`src/rtl/ifu_fetch_if.sv`:
```
// Fetch-stage port bundle: redirect input, imem request/response channels and
// the instruction channel towards decode. The master modport is the fetch stage.
interface ifu_fetch_if;
  logic        redirect_i;
  logic [31:0] redirect_addr_i;
  logic        imem_req_valid_o;
  logic        imem_req_ready_i;
  logic [31:0] imem_req_addr_o;
  logic        imem_rsp_valid_i;
  logic [31:0] imem_rsp_data_i;
  logic        inst_valid_o;
  logic        inst_ready_i;
  logic [31:0] inst_o;
  logic [31:0] inst_addr_o;

  modport master (
    input  redirect_i,
    input  redirect_addr_i,
    output imem_req_valid_o,
    input  imem_req_ready_i,
    output imem_req_addr_o,
    input  imem_rsp_valid_i,
    input  imem_rsp_data_i,
    output inst_valid_o,
    input  inst_ready_i,
    output inst_o,
    output inst_addr_o
  );

  modport slave (
    output redirect_i,
    output redirect_addr_i,
    input  imem_req_valid_o,
    output imem_req_ready_i,
    input  imem_req_addr_o,
    output imem_rsp_valid_i,
    output imem_rsp_data_i,
    input  inst_valid_o,
    output inst_ready_i,
    input  inst_o,
    input  inst_addr_o
  );
endinterface

```
`src/rtl/ifu_fetch.sv`:
```
// RV32I instruction fetch stage. Owns the PC, issues in-order word reads,
// keeps returned words in a small in-order queue (entry allocated at request
// accept, filled at response) and hands {inst, inst_addr} to decode.
// A redirect flushes the queue; responses still in flight at that point are
// counted in drop_cnt_r and discarded when they arrive.
module ifu_fetch #(
  parameter logic [31:0] RESET_PC   = 32'h0000_0000,
  parameter int          FIFO_DEPTH = 2
) (
  input logic         clk,
  input logic         rst,
  ifu_fetch_if.master bus
);

  localparam int AW = (FIFO_DEPTH > 1) ? $clog2(FIFO_DEPTH) : 1;
  localparam int CW = $clog2(FIFO_DEPTH + 1);
  localparam logic [CW:0]   DEPTH_W  = (CW + 1)'(FIFO_DEPTH);
  localparam logic [31:0]   NOP_INST = 32'h0000_0013;
  localparam logic [31:0]   PC_MASK  = 32'hFFFF_FFFC;

  // Queue storage and bookkeeping
  logic [31:0]           q_addr_r [FIFO_DEPTH];
  logic [31:0]           q_data_r [FIFO_DEPTH];
  logic [FIFO_DEPTH-1:0] q_filled_r;
  logic [AW-1:0]         head_r;
  logic [AW-1:0]         tail_r;
  logic [AW-1:0]         fill_ptr_r;
  logic [CW-1:0]         used_r;
  logic [CW-1:0]         unfilled_r;
  logic [CW-1:0]         drop_cnt_r;
  logic [31:0]           pc_r;

  // Control decode
  logic        credit_s;
  logic        req_valid_s;
  logic        accept_s;
  logic        head_valid_s;
  logic        pop_s;
  logic        rsp_drop_s;
  logic        rsp_fill_s;
  logic [CW:0] outstanding_s;
  logic [CW:0] redirect_drop_s;
  logic [31:0] redirect_pc_s;
  logic [31:0] inst_s;
  logic [31:0] inst_addr_s;

  // Handshake decode: credit, accept, pop, and how the current response is used
  always_comb begin
    credit_s      = ({1'b0, used_r} + {1'b0, drop_cnt_r}) < DEPTH_W;
    req_valid_s   = !rst && !bus.redirect_i && credit_s;
    accept_s      = req_valid_s && bus.imem_req_ready_i;
    head_valid_s  = (used_r != {CW{1'b0}}) && q_filled_r[head_r];
    pop_s         = head_valid_s && bus.inst_ready_i && !bus.redirect_i;
    rsp_drop_s    = bus.imem_rsp_valid_i && (drop_cnt_r != {CW{1'b0}});
    rsp_fill_s    = bus.imem_rsp_valid_i && (drop_cnt_r == {CW{1'b0}}) &&
                    (unfilled_r != {CW{1'b0}});
    redirect_pc_s = bus.redirect_addr_i & PC_MASK;
    // Every response still owed after a redirect must be dropped exactly once;
    // a response arriving in the redirect cycle itself is already accounted for.
    outstanding_s = {1'b0, drop_cnt_r} + {1'b0, unfilled_r};
    if (bus.imem_rsp_valid_i && (outstanding_s != {(CW + 1){1'b0}})) begin
      redirect_drop_s = outstanding_s - (CW + 1)'(1);
    end else begin
      redirect_drop_s = outstanding_s;
    end
  end

  // Decode-facing outputs: NOP and zero address whenever no valid head
  always_comb begin
    if (head_valid_s) begin
      inst_s      = q_data_r[head_r];
      inst_addr_s = q_addr_r[head_r];
    end else begin
      inst_s      = NOP_INST;
      inst_addr_s = 32'h0000_0000;
    end
  end

  assign bus.imem_req_valid_o = req_valid_s;
  assign bus.imem_req_addr_o  = pc_r;
  assign bus.inst_valid_o     = head_valid_s;
  assign bus.inst_o           = inst_s;
  assign bus.inst_addr_o      = inst_addr_s;

  // PC, queue pointers, counters and entry state; redirect flushes everything
  always_ff @(posedge clk) begin
    if (rst) begin
      pc_r       <= RESET_PC & PC_MASK;
      head_r     <= {AW{1'b0}};
      tail_r     <= {AW{1'b0}};
      fill_ptr_r <= {AW{1'b0}};
      used_r     <= {CW{1'b0}};
      unfilled_r <= {CW{1'b0}};
      drop_cnt_r <= {CW{1'b0}};
      q_filled_r <= {FIFO_DEPTH{1'b0}};
    end else if (bus.redirect_i) begin
      pc_r       <= redirect_pc_s;
      head_r     <= {AW{1'b0}};
      tail_r     <= {AW{1'b0}};
      fill_ptr_r <= {AW{1'b0}};
      used_r     <= {CW{1'b0}};
      unfilled_r <= {CW{1'b0}};
      drop_cnt_r <= redirect_drop_s[CW-1:0];
      q_filled_r <= {FIFO_DEPTH{1'b0}};
    end else begin
      if (accept_s) begin
        pc_r               <= pc_r + 32'd4;
        q_addr_r[tail_r]   <= pc_r;
        q_filled_r[tail_r] <= 1'b0;
        tail_r             <= tail_r + AW'(1);
      end
      if (rsp_fill_s) begin
        q_data_r[fill_ptr_r]   <= bus.imem_rsp_data_i;
        q_filled_r[fill_ptr_r] <= 1'b1;
        fill_ptr_r             <= fill_ptr_r + AW'(1);
      end
      if (pop_s) begin
        head_r <= head_r + AW'(1);
      end
      if (rsp_drop_s) begin
        drop_cnt_r <= drop_cnt_r - CW'(1);
      end
      used_r     <= used_r + CW'(accept_s) - CW'(pop_s);
      unfilled_r <= unfilled_r + CW'(accept_s) - CW'(rsp_fill_s);
    end
  end

endmodule

```
`src/flat_wrapper.sv`:
```
// flat-port wrapper written by rule: the top's interface ports become plain ports
module ifu_fetch_flat 
#(
  parameter logic [31:0] RESET_PC   = 32'h0000_0000,
  parameter int          FIFO_DEPTH = 2
)
  (clk, rst, bus_redirect_i, bus_redirect_addr_i, bus_imem_req_valid_o, bus_imem_req_ready_i, bus_imem_req_addr_o, bus_imem_rsp_valid_i, bus_imem_rsp_data_i, bus_inst_valid_o, bus_inst_ready_i, bus_inst_o, bus_inst_addr_o);
  ifu_fetch_if bus_i ();
  input logic clk;
  input logic rst;
  input wire logic [$bits(bus_i.redirect_i)-1:0] bus_redirect_i;
  input wire logic [$bits(bus_i.redirect_addr_i)-1:0] bus_redirect_addr_i;
  output wire logic [$bits(bus_i.imem_req_valid_o)-1:0] bus_imem_req_valid_o;
  input wire logic [$bits(bus_i.imem_req_ready_i)-1:0] bus_imem_req_ready_i;
  output wire logic [$bits(bus_i.imem_req_addr_o)-1:0] bus_imem_req_addr_o;
  input wire logic [$bits(bus_i.imem_rsp_valid_i)-1:0] bus_imem_rsp_valid_i;
  input wire logic [$bits(bus_i.imem_rsp_data_i)-1:0] bus_imem_rsp_data_i;
  output wire logic [$bits(bus_i.inst_valid_o)-1:0] bus_inst_valid_o;
  input wire logic [$bits(bus_i.inst_ready_i)-1:0] bus_inst_ready_i;
  output wire logic [$bits(bus_i.inst_o)-1:0] bus_inst_o;
  output wire logic [$bits(bus_i.inst_addr_o)-1:0] bus_inst_addr_o;
  assign bus_i.redirect_i = bus_redirect_i;
  assign bus_i.redirect_addr_i = bus_redirect_addr_i;
  assign bus_imem_req_valid_o = bus_i.imem_req_valid_o;
  assign bus_i.imem_req_ready_i = bus_imem_req_ready_i;
  assign bus_imem_req_addr_o = bus_i.imem_req_addr_o;
  assign bus_i.imem_rsp_valid_i = bus_imem_rsp_valid_i;
  assign bus_i.imem_rsp_data_i = bus_imem_rsp_data_i;
  assign bus_inst_valid_o = bus_i.inst_valid_o;
  assign bus_i.inst_ready_i = bus_inst_ready_i;
  assign bus_inst_o = bus_i.inst_o;
  assign bus_inst_addr_o = bus_i.inst_addr_o;
  ifu_fetch #(.RESET_PC(RESET_PC), .FIFO_DEPTH(FIFO_DEPTH)) u_core (.clk(clk), .rst(rst), .bus(bus_i));
endmodule
```
`config.mk`:
```
export PLATFORM = sky130hd
export DESIGN_NAME = ifu_fetch_flat
export DESIGN_NICKNAME = d
export VERILOG_FILES = /design/src/rtl/ifu_fetch_if.sv /design/src/rtl/ifu_fetch.sv /design/src/flat_wrapper.sv
export SDC_FILE = /design/constraint.sdc
export NUM_CORES = 1
export LEC_CHECK = 0
export CAP_MARGIN = 30
export CELL_PAD_IN_SITES_DETAIL_PLACEMENT = 0
export CELL_PAD_IN_SITES_GLOBAL_PLACEMENT = 1
export CORE_UTILIZATION = 43
export DETAILED_ROUTE_END_ITERATION = 8
export GPL_TIMING_DRIVEN = 0
export HOLD_SLACK_MARGIN = 0.12
export PLACE_DENSITY_LB_ADDON = 0.1
export SYNTH_ARGS = -nofsm -noshare
export SYNTH_HDL_FRONTEND = slang
export SYNTH_SLANG_ARGS = --single-unit
```
`constraint.sdc`:
```
create_clock -name clk -period 11 [get_ports clk]
set_clock_uncertainty 0.05 [all_clocks]
set_input_delay 1.65 -clock clk [delete_from_list [all_inputs] [get_ports clk]]
set_output_delay 1.65 -clock clk [all_outputs]
set_load 0.02 [all_outputs]
```
Register map, names as in the netlist:
The bar under the picture is 50 µm long. Other sequential cells in the stronger grey, the rest of the logic in the fainter grey.
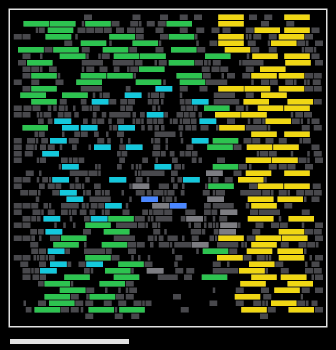
signal	colour	placed flops
`u_core.q_data_r`	yellow	64
`u_core.bus.imem_req_addr_o`	cyan	30
`u_core.q_addr_r`	green	60
`u_core.unfilled_r`	blue	2
not coloured	10

A small window of the routed layout:
The bar under the picture is 20 µm long. Window x 41 to 91, y 68 to 118 µm. Cells in grey, sequential cells in the stronger grey; small squares are vias.
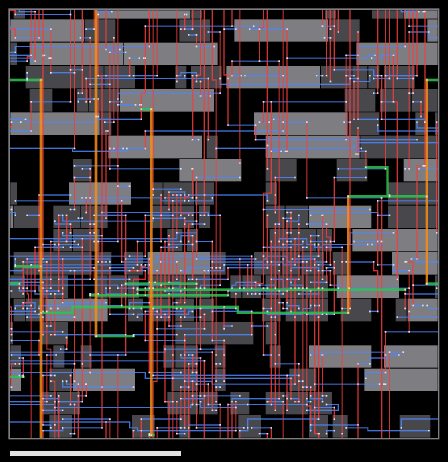
layer	colour
met1	blue
met3	green
met4	orange
met2	red
cells with their middle in the window	129
sequential cells in the window	22
most frequent	edfxtp_1 (14), clkdlybuf4s50_1 (10)
netlist names of flops here include	`u_core.q_addr_r` (14), `u_core.bus.imem_req_addr_o` (8)

Clock wiring as the flow saved it:
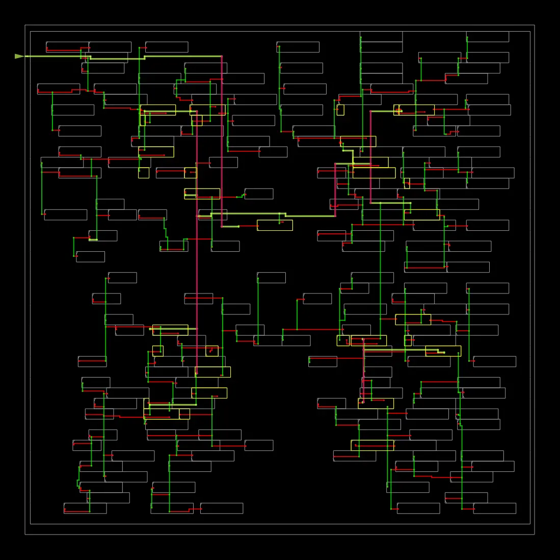
CTS sink cnt: 166
clkbuf count: 21

M1 wires:
The bar under the picture is 50 µm long.
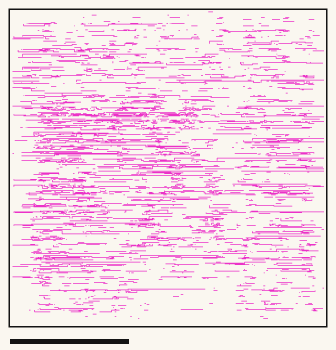
main direction	horizontal
nets with wire on the layer	759
share of all routed wire	43%
wire length on this layer	7990 µm

==> sequential cells by signal (all words and copies together) (netlist names), named ones only <==
name,cells
u_core.bus.imem_req_addr_o,30
u_core.head_r,1
u_core.used_r,2
u_core.q_filled_r,2
u_core.drop_cnt_r,2
u_core.tail_r,1
u_core.unfilled_r,2
u_core.q_data_r,64
u_core.q_addr_r,60
u_core.fill_ptr_r,1
==> power by group <==
part / leakage [µW] / internal, µW / switching [µW]
Combinational: 0.00146 / 57.7 / 59.1
Sequential: 0.00148 / 690 / 21.9
Clock: 0.000264 / 335 / 243
Total: 0.00320 / 1080 / 324
==> reports/results.tsv <==
metric	value	unit
First DRT Iteration DRCs	241	
Syn. warnings	0	
Worst R2R Path Depth	10	
Setup crit end kind	output port	
Synth Seq Share	62.6	%
average wire per standard cell	18.4	µm
Synth Area in Simple Gates	15.3	%
drc violations	0	
Nets	850	
Yosys cell types	54	
Row Count	47	
setup bufs post-CTS	0	
WHS Path Cells	2	
Bufs and invs on worst path	4	
Max-Cap Viols	0	
aoi share	6.66	%
WL met3	942	µm
GR Layer Usage met1	28.5	%
placed cells	971	
outcome	completed	
slowest CP cell	clkdlybuf4s50_1	
floorplan utilization	44.0	%
Power is estimated from default activity; no workload was simulated.
